### src/rtl/mult_div_pkg.sv
// Shared constants for the iterative multiply/divide unit.
// Holds FSM state codes, iteration count and Booth step encodings.
package mult_div_pkg;

    localparam int MD_DATA_W = 32;

    typedef logic [1:0] state_t;

    localparam state_t ST_IDLE = 2'd0;
    localparam state_t ST_MULT = 2'd1;
    localparam state_t ST_DIV  = 2'd2;
    localparam state_t ST_FIN  = 2'd3;

    typedef enum logic [1:0] {
        BOOTH_NOP0 = 2'b00,
        BOOTH_ADD  = 2'b01,
        BOOTH_SUB  = 2'b10,
        BOOTH_NOP1 = 2'b11
    } booth_e;

endpackage

### src/rtl/mult_div_booth_step.sv
// One radix-2 Booth iteration: add/sub multiplicand into the upper
// field, then arithmetic shift of the whole accumulator by one.
module mult_div_booth_step
    import mult_div_pkg::*;
#(
    parameter int DATA_W = MD_DATA_W
) (
    input  logic [2*DATA_W+1:0] acc,
    input  logic [DATA_W:0]     mcand,
    output logic [2*DATA_W+1:0] acc_nxt
);

    logic [DATA_W:0] upper;
    logic [DATA_W:0] sum;

    always_comb begin
        upper = acc[2*DATA_W+1:DATA_W+1];
        sum   = upper;
        case (booth_e'(acc[1:0]))
            BOOTH_ADD: sum = upper + mcand;
            BOOTH_SUB: sum = upper - mcand;
            default:   sum = upper;
        endcase
        acc_nxt = {sum[DATA_W], sum, acc[DATA_W:1]};
    end

endmodule

### src/rtl/mult_div.sv
// Iterative signed multiply (Booth) / divide (restoring) unit, 33 cycles.
// Optional MULT_DIV_UNSIGNED_EN adds unsigned_op for multu/divu.
module mult_div
    import mult_div_pkg::*;
#(
    parameter int DATA_W = MD_DATA_W
) (
    input  logic              clk,
    input  logic              reset,
    input  logic              start_mult,
    input  logic              start_div,
`ifdef MULT_DIV_UNSIGNED_EN
    input  logic              unsigned_op,
`endif
    input  logic [DATA_W-1:0] a_in,
    input  logic [DATA_W-1:0] b_in,
    output logic [DATA_W-1:0] hi_out,
    output logic [DATA_W-1:0] lo_out,
    output logic              busy,
    output logic              done,
    output logic              div_zero
);

    localparam int ACC_W = 2*DATA_W + 2;
    localparam int CNT_W = $clog2(DATA_W);
    localparam logic [CNT_W-1:0] LAST = CNT_W'(DATA_W - 1);

    state_t            state;
    logic [CNT_W-1:0]  cnt;
    logic [ACC_W-1:0]  acc;
    logic [ACC_W-1:0]  acc_nxt;
    logic [DATA_W:0]   mcand;
    logic              corr;
    logic              is_div;
    logic [DATA_W-1:0] rem;
    logic [DATA_W-1:0] quo;
    logic [DATA_W-1:0] dvsr;
    logic              neg_q;
    logic              neg_r;
    logic              uns_in;
    logic              a_neg;
    logic              b_neg;

`ifdef MULT_DIV_UNSIGNED_EN
    assign uns_in = unsigned_op;
`else
    assign uns_in = 1'b0;
`endif

    assign a_neg = ~uns_in & a_in[DATA_W-1];
    assign b_neg = ~uns_in & b_in[DATA_W-1];

    mult_div_booth_step #(
        .DATA_W (DATA_W)
    ) u_booth (
        .acc     (acc),
        .mcand   (mcand),
        .acc_nxt (acc_nxt)
    );

    // Restoring step; the subtract is exact whenever it is kept.
    logic [DATA_W:0]   div_shift;
    logic              div_ge;
    logic [DATA_W-1:0] rem_sub;
    logic [DATA_W-1:0] rem_nxt;
    logic [DATA_W-1:0] quo_nxt;

    always_comb begin
        div_shift = {rem, quo[DATA_W-1]};
        div_ge    = div_shift >= {1'b0, dvsr};
        rem_sub   = div_shift[DATA_W-1:0] - dvsr;
        rem_nxt   = div_ge ? rem_sub : div_shift[DATA_W-1:0];
        quo_nxt   = {quo[DATA_W-2:0], div_ge};
    end

    // Unsigned multiply runs Booth on b as signed; add a<<32 back if b[31].
    logic [DATA_W-1:0] mul_hi;
    logic [DATA_W-1:0] mul_lo;

    always_comb begin
        mul_lo = acc[DATA_W:1];
        mul_hi = acc[2*DATA_W:DATA_W+1];
        if (corr) begin
            mul_hi = mul_hi + mcand[DATA_W-1:0];
        end
    end

    always_ff @(posedge clk or negedge reset) begin
        if (!reset) begin
            state    <= ST_IDLE;
            cnt      <= '0;
            acc      <= '0;
            mcand    <= '0;
            corr     <= 1'b0;
            is_div   <= 1'b0;
            rem      <= '0;
            quo      <= '0;
            dvsr     <= '0;
            neg_q    <= 1'b0;
            neg_r    <= 1'b0;
            hi_out   <= '0;
            lo_out   <= '0;
            busy     <= 1'b0;
            done     <= 1'b0;
            div_zero <= 1'b0;
        end else begin
            done     <= 1'b0;
            div_zero <= 1'b0;
            case (state)
                ST_IDLE: begin
                    if (start_mult) begin
                        mcand  <= {a_neg, a_in};
                        acc    <= {{(DATA_W+1){1'b0}}, b_in, 1'b0};
                        corr   <= uns_in & b_in[DATA_W-1];
                        is_div <= 1'b0;
                        cnt    <= '0;
                        busy   <= 1'b1;
                        state  <= ST_MULT;
                    end else if (start_div && b_in != '0) begin
                        quo    <= a_neg ? -a_in : a_in;
                        dvsr   <= b_neg ? -b_in : b_in;
                        rem    <= '0;
                        neg_q  <= a_neg ^ b_neg;
                        neg_r  <= a_neg;
                        is_div <= 1'b1;
                        cnt    <= '0;
                        busy   <= 1'b1;
                        state  <= ST_DIV;
                    end else if (start_div) begin
                        div_zero <= 1'b1;
                    end
                end
                ST_MULT: begin
                    acc <= acc_nxt;
                    cnt <= cnt + 1'b1;
                    if (cnt == LAST) begin
                        state <= ST_FIN;
                    end
                end
                ST_DIV: begin
                    rem <= rem_nxt;
                    quo <= quo_nxt;
                    cnt <= cnt + 1'b1;
                    if (cnt == LAST) begin
                        state <= ST_FIN;
                    end
                end
                default: begin
                    if (is_div) begin
                        lo_out <= neg_q ? -quo : quo;
                        hi_out <= neg_r ? -rem : rem;
                    end else begin
                        lo_out <= mul_lo;
                        hi_out <= mul_hi;
                    end
                    done  <= 1'b1;
                    busy  <= 1'b0;
                    state <= ST_IDLE;
                end
            endcase
        end
    end

endmodule

### config.mk
export PLATFORM = sky130hd
export DESIGN_NAME = mult_div
export DESIGN_NICKNAME = d
export VERILOG_FILES = /design/src/rtl/mult_div_pkg.sv /design/src/rtl/mult_div_booth_step.sv /design/src/rtl/mult_div.sv
export SDC_FILE = /design/constraint.sdc
export NUM_CORES = 1
export LEC_CHECK = 0
export CAP_MARGIN = 30
export CORE_MARGIN = 2
export CORE_UTILIZATION = 55
export CTS_CLUSTER_SIZE = 30
export DETAILED_ROUTE_END_ITERATION = 10
export GPL_ROUTABILITY_DRIVEN = 0
export GPL_TIMING_DRIVEN = 0
export PLACE_DENSITY = 0.86
export SLEW_MARGIN = 15
export SYNTH_ARGS = -nofsm -noshare
export SYNTH_HDL_FRONTEND = slang
export SYNTH_SLANG_ARGS = --single-unit
### constraint.sdc
create_clock -name clk -period 4.6 [get_ports clk]
set_clock_uncertainty 0.1 [all_clocks]
set_input_delay 0.92 -clock clk [delete_from_list [all_inputs] [get_ports clk]]
set_output_delay 0.92 -clock clk [all_outputs]
set_load 0.01 [all_outputs]
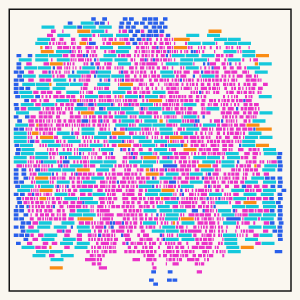
run_1/placement_by_type.png
Scale: 1.5 px per um.
[remaining buffers and delay cells] blue | cells: 251 | share of their area: 9.2%
[sequential cells] cyan | cells: 270 | share of their area: 32%
[combinational and other logic] magenta | cells: 1721 | share of their area: 54%
[clock drivers and dummy loads] orange | cells: 49 | share of their area: 4.3%

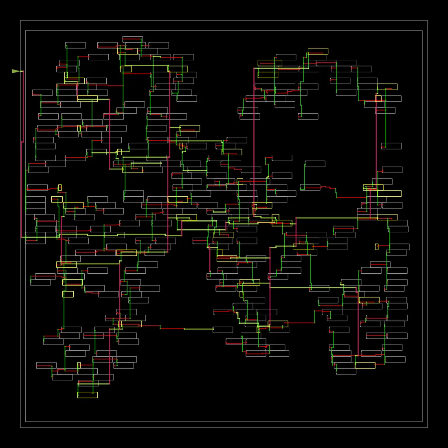
run_1/clocks.png
# clk buffers: 42
Seq cells: 270

==> Slide: Implementation Results, run 1 <==
Synthesis and Place & Route Summary

Run status
  – Outcome: finished clean

Run
  – Max-Cap Viols: 0

Final timing
  – Setup TNS: 0 ns
  – Relative slew slack: 34.7%
  – Final hold slack: 0.268 ns
  – PnR worst setup slack: 0.208 ns

Finish
  – Seq/total area: 31.5%
  – Final Non-Filler Cells: 2733
  – Final Util: 65.5%

Synthesis
  – Ao+oa area frac: 19.4%
  – Post-synth EDFFs: 0
  – Top area cell types: dfrtp_1 37%, a21oi_1 6.0%, o21ai_0 5.5%

GRT
  – Grt total ovfl: 0
  – Global route hottest layer: met2
  – Met3 usage: 5.68%

Routing
  – Post-DRT Antenna Nets: 0
  – Detail Route met2 WL: 25000 um

Placed design
  – Area after DPL: 20300 um2

Power and ir drop
  – Clock network power share: 14.0%
  – Internal: 8.68 mW

CTS
  – Clock Tree Buf Depth: 3
  – Cts bufs inserted: 29
  – Clk sinks: 270
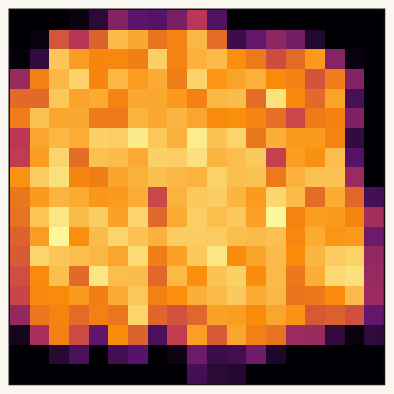
run_1/cell_density.png
Scale: 2 px per um. The die is cut into 19 by 19 equal tiles; black is low, pale yellow is high, 0 to 100% covered.
fullest tile: 98%
nearly empty tiles: 13%
emptiest ninth of the die: north-east
tiles over 75% full: 47%

[run 1: power by group through the flow]
stage / combinational [mW] / sequential [mW] / clock, mW
after detailed placement: 9.13 / 4.39 / 0
after global placement: 8.74 / 4.34 / 0
after floorplan: 6.40 / 4.15 / 0
after global routing: 10.5 / 4.53 / 2.39
after CTS: 9.30 / 4.36 / 2.30
final: 9.63 / 4.45 / 2.30
[run 1: sequential cells by signal, summed over array words and instances (netlist names)]
| name | count |
|---|---|
| neg_r | 1 |
| done | 1 |
| quo | 32 |
| cnt | 5 |
| neg_q | 1 |
| acc | 65 |
| hi_out | 32 |
| dvsr | 32 |
| mcand | 32 |
| lo_out | 32 |
| is_div | 1 |
| state | 2 |
| div_zero | 1 |
| busy | 1 |
| rem | 32 |
run_1/wires.png
Scale: 1.5 px per um.
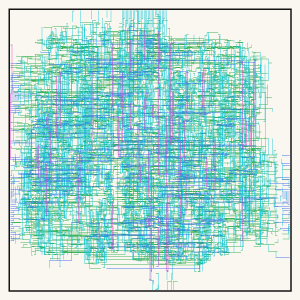

==> inputs of run 2 (changes only) <==
- GPL_ROUTABILITY_DRIVEN: 0 -> not set
- clock period: 4.6 -> 5.5 ns (I/O delays scaled with it)
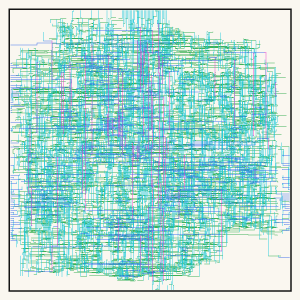
run_2/wires.png
Scale: 1.5 px per um.
[metal 1] green | wire length: 23.5 mm
[metal 2] cyan | wire length: 25.8 mm
[metal 4] magenta | wire length: 2010 um
[metal 3] blue | wire length: 4810 um

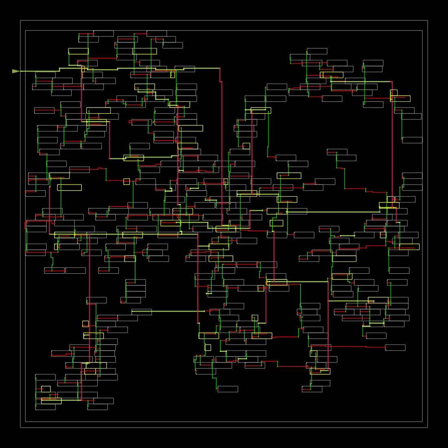
run_2/clocks.png
cts bufs inserted: 30
clk ins delay skew pair: 0.58 ns
P_clk: 2.27 mW
clk sinks: 270

==> run 2 against run 1 <==
Compared with the run above: final cell count increased by 0.37%; synthesized cell count unchanged; clock-buffer cell count is 7 lower; cell area up 0.25%; routed wire length grew 0.27%; worst setup slack better by 0.19 ns; largest power group unchanged; sequential share of layout area down 0.077 points; non-clock buffer count up 2; combinational power is 18% lower; total power fell by 16%; critical path type is now in2reg; highest routed layer unchanged.
==> Slide: Implementation Results, run 2 <==
Synthesis and Place & Route Summary

Run status
  – Outcome: finished clean

GRT
  – Grt total ovfl: 0
  – Pin count of the biggest net entering global routing: 109
  – Met3 usage: 4.37%
  – Global route hottest layer: met2
  – Initial antenna violation count: 2

Synthesis
  – Top area cell types: dfrtp_1 37%, a21oi_1 6.0%, o21ai_0 5.5%
  – Post-Synth Adder-Cell Area: 5.39%
  – Ao+oa area frac: 19.4%
  – Max-area cell share: 36.7%
  – Post-synth EDFFs: 0

Routing
  – Post-DRT Antenna Nets: 0
  – Detail Route met2 WL: 25800 um
  – Routed length on met3: 4810 um

Placed design
  – Placed cell count: 2685
  – Area after DPL: 20300 um2

Finish
  – Final Non-Filler Cells: 2743
  – # clk buffers: 35
  – Final Util: 65.7%
  – Seq/total area: 31.5%
  – Max reg flops: 65
  – Nets: 2422
  – Reg with most FFs: acc
  – Final-layout non-clock buffer area share: 8.83%
  – Seq cells: 270

Power and ir drop
  – Internal: 7.43 mW
  – Clock network power share: 16.4%

Worst setup path
  – CP Depth: 11
  – Reg2reg path depth: 18

Final timing
  – Setup TNS: 0 ns
  – Relative slew slack: 34.2%
  – F_max: 0.196 GHz
  – Final hold slack: 0.387 ns

Die
  – FP Util: 56.3%
  – IO Pins: 135

Run
  – Max-Cap Viols: 0
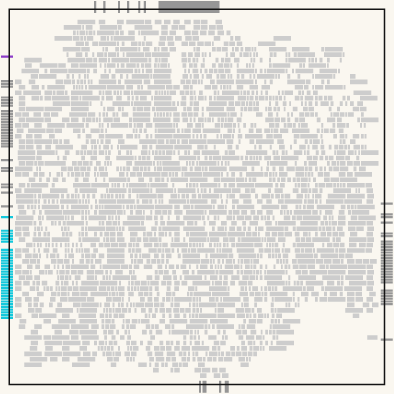
run_2/io_placement.png
Scale: 2 px per um. Pins as bars across the die edge, other pins in grey.
[`clk`] purple | pins: 1 | direction: input | edge: west
[`a_in`] cyan | pins: 32 | direction: input | edge: west
all pins by edge: 61 west, 39 north, 29 east, 6 south

-- run 2: cell types whose count changed in the layout (fill, tap and decap cells not counted), sizes merged --
| cell | change |
|---|---|
| dlymetal6s2s | -1 |
| bufinv | +5 |
| clkbuf | -4 |
| clkinv | +4 |
| diode | +1 |
| clkinvlp | +3 |
| inv | +2 |
-- run 2: power groups by stage --
| stage | clock network [mW] | logic (mW) | registers, mW |
|---|---|---|---|
| floorplan | 0 | 5.36 | 3.47 |
| global placement | 0 | 7.38 | 3.64 |
| detailed placement | 0 | 7.65 | 3.68 |
| CTS | 2.27 | 7.72 | 3.65 |
| global route | 2.36 | 8.59 | 3.77 |
| finish | 2.27 | 7.88 | 3.69 |
Power figures rest on the tool's default switching activity, not on a simulated workload.
